**The metal 2 layer**

Drawn at 6 px/µm.
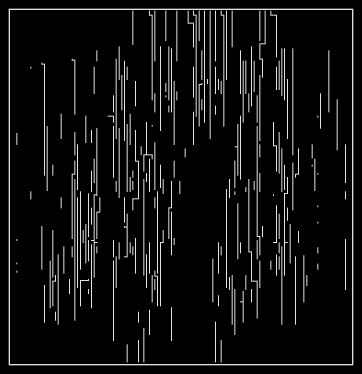
**Routing congestion map**

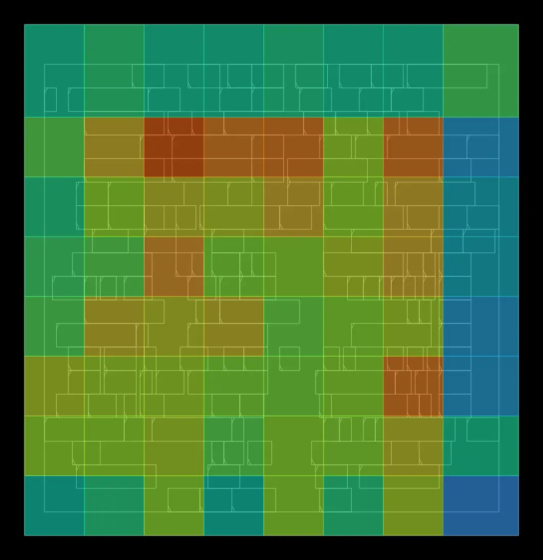
**Sizing map**

Drawn at 8 px/µm.
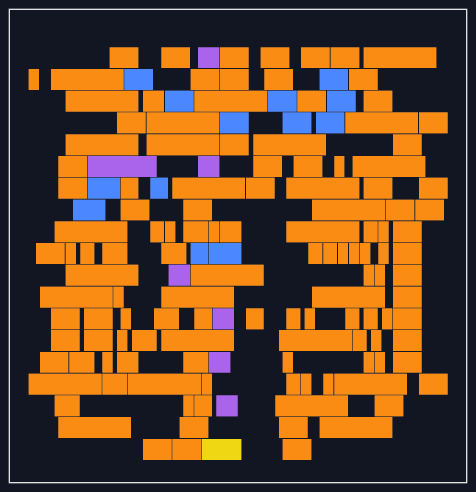
**Close-up of the layout**

Region (16, 17) to (41, 42) µm. Cells in grey, sequential cells in the stronger grey; small squares are vias.
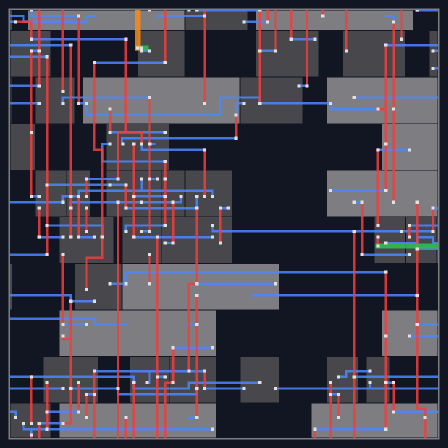
==> src/rtl/bitslice_mem_ctrl_if.sv <==
// Handshake and slice-bus bundle for bitslice_mem_ctrl.
//   req_*  : request channel (valid/ready, write flag, word address, write data)
//   rsp_*  : single-cycle response (read data, write-verify error)
//   slice_*: shared rw / data / one-hot wordselect lines to the bitslice array,
//            plus the array's read output
// Modports:
//   master : the requester together with the bitslice array it fronts
//   slave  : the controller
interface bitslice_mem_ctrl_if #(
   parameter int WIDTH = 8
);
   logic             req_valid;
   logic             req_ready;
   logic             req_write;
   logic [1:0]       req_addr;
   logic [WIDTH-1:0] req_wdata;
   logic             rsp_valid;
   logic [WIDTH-1:0] rsp_rdata;
   logic             rsp_err;
   logic             slice_rw;
   logic [WIDTH-1:0] slice_data;
   logic [3:0]       slice_ws;
   logic [WIDTH-1:0] slice_out;

   modport master (
      output req_valid, req_write, req_addr, req_wdata, slice_out,
      input  req_ready, rsp_valid, rsp_rdata, rsp_err, slice_rw, slice_data, slice_ws
   );

   modport slave (
      input  req_valid, req_write, req_addr, req_wdata, slice_out,
      output req_ready, rsp_valid, rsp_rdata, rsp_err, slice_rw, slice_data, slice_ws
   );
endinterface

==> src/rtl/bitslice_mem_ctrl.sv <==
// bitslice_mem_ctrl: sequencer for a WIDTH-wide array of 4-word bitslices that
// share rw / wordselect lines. One request at a time is accepted, then the slice
// lines are driven in SETUP -> STROBE -> HOLD order; reads capture the slice
// outputs and every transaction ends with a one-cycle response.
// Parameters:
//   WIDTH      : data bits (= number of bitslices)
//   STROBE_CYC : cycles wordselect stays high, must be >= 1
// Ports:
//   clk, rst   : clock (rising edge), asynchronous active-high reset
//   bus        : bitslice_mem_ctrl_if.slave (request, response, slice lines)
// Optional feature (macro BITSLICE_WRITE_VERIFY_EN):
//   writes are followed by a read-back pass; rsp_rdata carries the read-back
//   and rsp_err flags a mismatch against the written data. Without the macro
//   rsp_err is tied 0 and writes answer with rsp_rdata = 0.
module bitslice_mem_ctrl #(
   parameter int WIDTH      = 8,
   parameter int STROBE_CYC = 1
) (
   input  logic                clk,
   input  logic                rst,
   bitslice_mem_ctrl_if.slave  bus
);

   if (STROBE_CYC < 1) begin : g_bad_strobe_cyc
      $error("bitslice_mem_ctrl: STROBE_CYC must be >= 1");
   end

   localparam int CW = (STROBE_CYC < 1) ? 1 : $clog2(STROBE_CYC + 1);

   typedef enum logic [2:0] {
      IDLE,
      SETUP,
      STROBE,
      HOLD,
      CAPTURE,
      RESP
   } state_t;

   state_t           state;
   logic [CW-1:0]    cnt;
   logic             write_q;
   logic [1:0]       addr_q;
   logic             rw_q;
   logic [WIDTH-1:0] data_q;
   logic [3:0]       ws_q;
   logic             rsp_valid_q;
   logic [WIDTH-1:0] rdata_q;
`ifdef BITSLICE_WRITE_VERIFY_EN
   logic [WIDTH-1:0] wdata_q;
   logic             pass2_q;   // set while the read-back pass of a write runs
   logic             err_q;
`endif

   // All slice and response outputs are registered and set on the edge that
   // enters the state they belong to, so they are glitch-free and drop to 0
   // the moment rst rises.
   always_ff @(posedge clk or posedge rst) begin
      if (rst) begin
         state       <= IDLE;
         cnt         <= '0;
         write_q     <= 1'b0;
         addr_q      <= '0;
         rw_q        <= 1'b0;
         data_q      <= '0;
         ws_q        <= '0;
         rsp_valid_q <= 1'b0;
         rdata_q     <= '0;
`ifdef BITSLICE_WRITE_VERIFY_EN
         wdata_q     <= '0;
         pass2_q     <= 1'b0;
         err_q       <= 1'b0;
`endif
      end else begin
         case (state)
            IDLE: begin
               // req_ready is high throughout IDLE, so valid alone means accept
               if (bus.req_valid) begin
                  write_q <= bus.req_write;
                  addr_q  <= bus.req_addr;
                  rw_q    <= bus.req_write;
                  data_q  <= bus.req_write ? bus.req_wdata : '0;
`ifdef BITSLICE_WRITE_VERIFY_EN
                  wdata_q <= bus.req_wdata;
                  pass2_q <= 1'b0;
`endif
                  state   <= SETUP;
               end
            end

            SETUP: begin
               ws_q  <= 4'b0001 << addr_q;
               cnt   <= CW'(STROBE_CYC - 1);
               state <= STROBE;
            end

            STROBE: begin
               if (cnt == '0) begin
                  ws_q  <= '0;
                  state <= HOLD;
               end else begin
                  cnt <= cnt - 1'b1;
               end
            end

            HOLD: begin
               // rw/data go back to 0; a read-back SETUP also wants rw=0, data=0
               rw_q   <= 1'b0;
               data_q <= '0;
               if (!write_q) begin
                  state <= CAPTURE;
`ifdef BITSLICE_WRITE_VERIFY_EN
               end else if (!pass2_q) begin
                  pass2_q <= 1'b1;
                  state   <= SETUP;
               end else begin
                  state <= CAPTURE;
               end
`else
               end else begin
                  rsp_valid_q <= 1'b1;
                  rdata_q     <= '0;
                  state       <= RESP;
               end
`endif
            end

            CAPTURE: begin
               // slice outputs were latched by the slices during the strobe
               rsp_valid_q <= 1'b1;
               rdata_q     <= bus.slice_out;
`ifdef BITSLICE_WRITE_VERIFY_EN
               err_q       <= write_q && (bus.slice_out != wdata_q);
`endif
               state       <= RESP;
            end

            RESP: begin
               rsp_valid_q <= 1'b0;
               rdata_q     <= '0;
`ifdef BITSLICE_WRITE_VERIFY_EN
               err_q       <= 1'b0;
               pass2_q     <= 1'b0;
`endif
               state       <= IDLE;
            end

            default: state <= IDLE;
         endcase
      end
   end

   assign bus.req_ready  = (state == IDLE) && !rst;
   assign bus.rsp_valid  = rsp_valid_q;
   assign bus.rsp_rdata  = rdata_q;
   assign bus.slice_rw   = rw_q;
   assign bus.slice_data = data_q;
   assign bus.slice_ws   = ws_q;
`ifdef BITSLICE_WRITE_VERIFY_EN
   assign bus.rsp_err    = err_q;
`else
   assign bus.rsp_err    = 1'b0;
`endif

endmodule
==> src/flat_wrapper.sv <==
// flat-port wrapper written by rule: the top's interface ports become plain ports
module bitslice_mem_ctrl_flat 
#(
   parameter int WIDTH      = 8,
   parameter int STROBE_CYC = 1
)
  (clk, rst, bus_req_valid, bus_req_write, bus_req_addr, bus_req_wdata, bus_slice_out, bus_req_ready, bus_rsp_valid, bus_rsp_rdata, bus_rsp_err, bus_slice_rw, bus_slice_data, bus_slice_ws);
  bitslice_mem_ctrl_if #(.WIDTH(WIDTH)) bus_i ();
  input  logic clk;
  input  logic rst;
  input wire logic [$bits(bus_i.req_valid)-1:0] bus_req_valid;
  input wire logic [$bits(bus_i.req_write)-1:0] bus_req_write;
  input wire logic [$bits(bus_i.req_addr)-1:0] bus_req_addr;
  input wire logic [$bits(bus_i.req_wdata)-1:0] bus_req_wdata;
  input wire logic [$bits(bus_i.slice_out)-1:0] bus_slice_out;
  output wire logic [$bits(bus_i.req_ready)-1:0] bus_req_ready;
  output wire logic [$bits(bus_i.rsp_valid)-1:0] bus_rsp_valid;
  output wire logic [$bits(bus_i.rsp_rdata)-1:0] bus_rsp_rdata;
  output wire logic [$bits(bus_i.rsp_err)-1:0] bus_rsp_err;
  output wire logic [$bits(bus_i.slice_rw)-1:0] bus_slice_rw;
  output wire logic [$bits(bus_i.slice_data)-1:0] bus_slice_data;
  output wire logic [$bits(bus_i.slice_ws)-1:0] bus_slice_ws;
  assign bus_i.req_valid = bus_req_valid;
  assign bus_i.req_write = bus_req_write;
  assign bus_i.req_addr = bus_req_addr;
  assign bus_i.req_wdata = bus_req_wdata;
  assign bus_i.slice_out = bus_slice_out;
  assign bus_req_ready = bus_i.req_ready;
  assign bus_rsp_valid = bus_i.rsp_valid;
  assign bus_rsp_rdata = bus_i.rsp_rdata;
  assign bus_rsp_err = bus_i.rsp_err;
  assign bus_slice_rw = bus_i.slice_rw;
  assign bus_slice_data = bus_i.slice_data;
  assign bus_slice_ws = bus_i.slice_ws;
  bitslice_mem_ctrl #(.WIDTH(WIDTH), .STROBE_CYC(STROBE_CYC)) u_core (.clk(clk), .rst(rst), .bus(bus_i));
endmodule
==> config.mk <==
export PLATFORM = sky130hd
export DESIGN_NAME = bitslice_mem_ctrl_flat
export DESIGN_NICKNAME = d
export VERILOG_FILES = /design/src/rtl/bitslice_mem_ctrl_if.sv /design/src/rtl/bitslice_mem_ctrl.sv /design/src/flat_wrapper.sv
export SDC_FILE = /design/constraint.sdc
export NUM_CORES = 1
export LEC_CHECK = 0
export ABC_AREA = 0
export ABC_CLOCK_PERIOD_IN_PS = 2700
export CAP_MARGIN = 20
export CORE_AREA = 2 2 55 57
export CTS_CLUSTER_DIAMETER = 60
export DETAILED_ROUTE_END_ITERATION = 10
export DIE_AREA = 0 0 57 59
export PLACE_DENSITY = 0.8
export SYNTH_ARGS = -nofsm -noshare
export SYNTH_HDL_FRONTEND = slang
export SYNTH_SLANG_ARGS = --single-unit
==> constraint.sdc <==
create_clock -name clk -period 2.7 [get_ports clk]
set_input_delay 0.675 -clock clk [delete_from_list [all_inputs] [get_ports clk]]
set_output_delay 0.675 -clock clk [all_outputs]
set_load 0.02 [all_outputs]
==> flow_summary.toml <==
# yosys + openroad results
[yosys]
numSynthFlops = 28
syn-num-nets = 127
post_synth_instance_area_um2 = 1212
topCellsByArea = "sky130_fd_sc_hd__dfrtp_1 (58%), sky130_fd_sc_hd__a22o_2 (6.6%), sky130_fd_sc_hd__nor2_1 (6.2%), sky130_fd_sc_hd__nor3_1 (3.7%), sky130_fd_sc_hd__a22o_1 (3.6%)"
edf_count = 0
yosysChipArea_um2 = 1212
synthDominantAreaCellType = "sky130_fd_sc_hd__dfrtp_1"
postSynthAreaPerCell_um2 = 11.55

[timing]
final.period_utilization = 0.9568
timing.final.hold_violations = 0
finalMaxSlewViolations = 0

[clock_network]
clock_tree.htree_level_count = 1

[place]
numPortBuffers = 44

[floorplanning]
row_count = 19
initial_core_util = 0.4474

[global_route]
grt_first_pass_wirelength_mm = 3.974
overflow = 0

[route]
drt_pass1_iterations = 4
detailroute.wirelength.met2_mm = 1.292

[critical_path]
crit_start = "rst"

[power]
design_power_mw = 2.043

[finish]
final_design_area_no_fill_um2 = 1693
sh_comb_area = 0.2639
area.combinational_um2 = 446.7
nClkBuffers = 4
seqCellArea_um2 = 700.7
inverters = 2

[status]
outcome = "completed"
Notes on 'the metal 2 layer' above:
The layer holds 51% of the routed length. The longest straight run is 23.5 µm.

Notes on 'routing congestion map' above:
combined global-route utilization of all metal layers: 0.1525
utilization after layout: 0.6247
post-detailed-route wirelength per cell: 14.16 µm

Notes on 'sizing map' above:
drive 1 or less: drawn in orange, cells 127, share 86%. drive 2: drawn in blue, cells 13, share 8.8%. drive 6 and up: drawn in yellow, cells 1, share 0.68%. drive 3 to 4: drawn in purple, cells 7, share 4.7%.

Notes on 'close-up of the layout' above:
met2: drawn in red. met3: drawn in green. met4: drawn in orange. met1: drawn in blue.
31 logic cells have their middle in the window. Sequential cells in the window: 7. Netlist names of flops here include `u_core.bus.rsp_rdata` (2), `u_core.state` (2). Most frequent: dfrtp_1 (7), nor3_1 (4), clkdlybuf4s50_1 (3).

[path summary, 6_finish.rpt]
path	to	slack (ps)	cells past startpoint
setup / recovery	bus_req_ready	120	3
setup reg to reg	u_core.bus.slice_data[6]$_DFFE_PP0P_	1060	4
hold / removal	u_core.bus.slice_rw$_DFFE_PP0P_	500	1
max in group asynchronous	u_core.bus.slice_data[1]$_DFFE_PP0P_	1720	3
min in group asynchronous	u_core.bus.rsp_rdata[3]$_DFFE_PP0P_	720	3
hold reg to reg	u_core.bus.slice_rw$_DFFE_PP0P_	500	1
[logic make-up after synthesis]
logic type | count (synthesis) | share of synthesized area
compound gates | 22 | 0.1672
xor+xnor | 1 | 0.007225
buf+inv | 10 | 0.05366
flops | 28 | 0.5779
mux | 2 | 0.01857
other cells | 1 | 0.003093
simple gates | 41 | 0.1724
[state kept, by name, indices dropped and copies added, names as in the netlist]
name	count
u_core.state	3
u_core.bus.rsp_valid	1
u_core.addr_q	2
u_core.bus.slice_data	8
u_core.bus.rsp_rdata	8
u_core.bus.slice_ws	4
u_core.bus.slice_rw	1
u_core.write_q	1
[critical path, stage by stage]
cell and delay, ps:
sky130_fd_sc_hd__clkdlybuf4s50_1 410, sky130_fd_sc_hd__nor4_1 170, sky130_fd_sc_hd__clkdlybuf4s50_1 650
[layout by cell type (no fill, tap or decap)]
| master | count |
|---|---|
| sky130_fd_sc_hd__nand2_1 | 3 |
| sky130_fd_sc_hd__clkbuf_4 | 3 |
| sky130_fd_sc_hd__a22o_1 | 5 |
| sky130_fd_sc_hd__nor3_1 | 9 |
| sky130_fd_sc_hd__nor4_1 | 1 |
| sky130_fd_sc_hd__nand2b_1 | 1 |
| sky130_fd_sc_hd__a21o_1 | 1 |
| sky130_fd_sc_hd__clkbuf_8 | 1 |
| sky130_fd_sc_hd__and2_1 | 1 |
| sky130_fd_sc_hd__o21bai_1 | 1 |
| sky130_fd_sc_hd__a32o_1 | 2 |
| sky130_fd_sc_hd__nor4b_4 | 1 |
| sky130_fd_sc_hd__nor2b_1 | 1 |
| sky130_fd_sc_hd__clkdlybuf4s50_1 | 44 |
| sky130_fd_sc_hd__a22o_2 | 8 |
| sky130_fd_sc_hd__buf_4 | 3 |
| sky130_fd_sc_hd__o41ai_1 | 1 |
| sky130_fd_sc_hd__inv_1 | 2 |
| sky130_fd_sc_hd__a221o_1 | 1 |
| sky130_fd_sc_hd__mux2_2 | 2 |
| sky130_fd_sc_hd__conb_1 | 1 |
| sky130_fd_sc_hd__a21boi_2 | 1 |
| sky130_fd_sc_hd__a221oi_1 | 1 |
| sky130_fd_sc_hd__and3b_1 | 1 |
| sky130_fd_sc_hd__nand3b_1 | 1 |
| sky130_fd_sc_hd__nor2_2 | 1 |
| sky130_fd_sc_hd__dfrtp_1 | 28 |
| sky130_fd_sc_hd__nor2_1 | 20 |
| sky130_fd_sc_hd__o21ai_0 | 1 |
| sky130_fd_sc_hd__or2_2 | 1 |
| sky130_fd_sc_hd__xnor2_1 | 1 |
[where the power goes]
part	leakage [nW]	internal, mW	switching, mW
combinational	0.361	0.550	0.542
clock	0.0210	0.0825	0.121
sequential	0.356	0.615	0.133
total	0.739	1.25	0.796
No activity file was given, so power comes from the tool's default toggle rates.
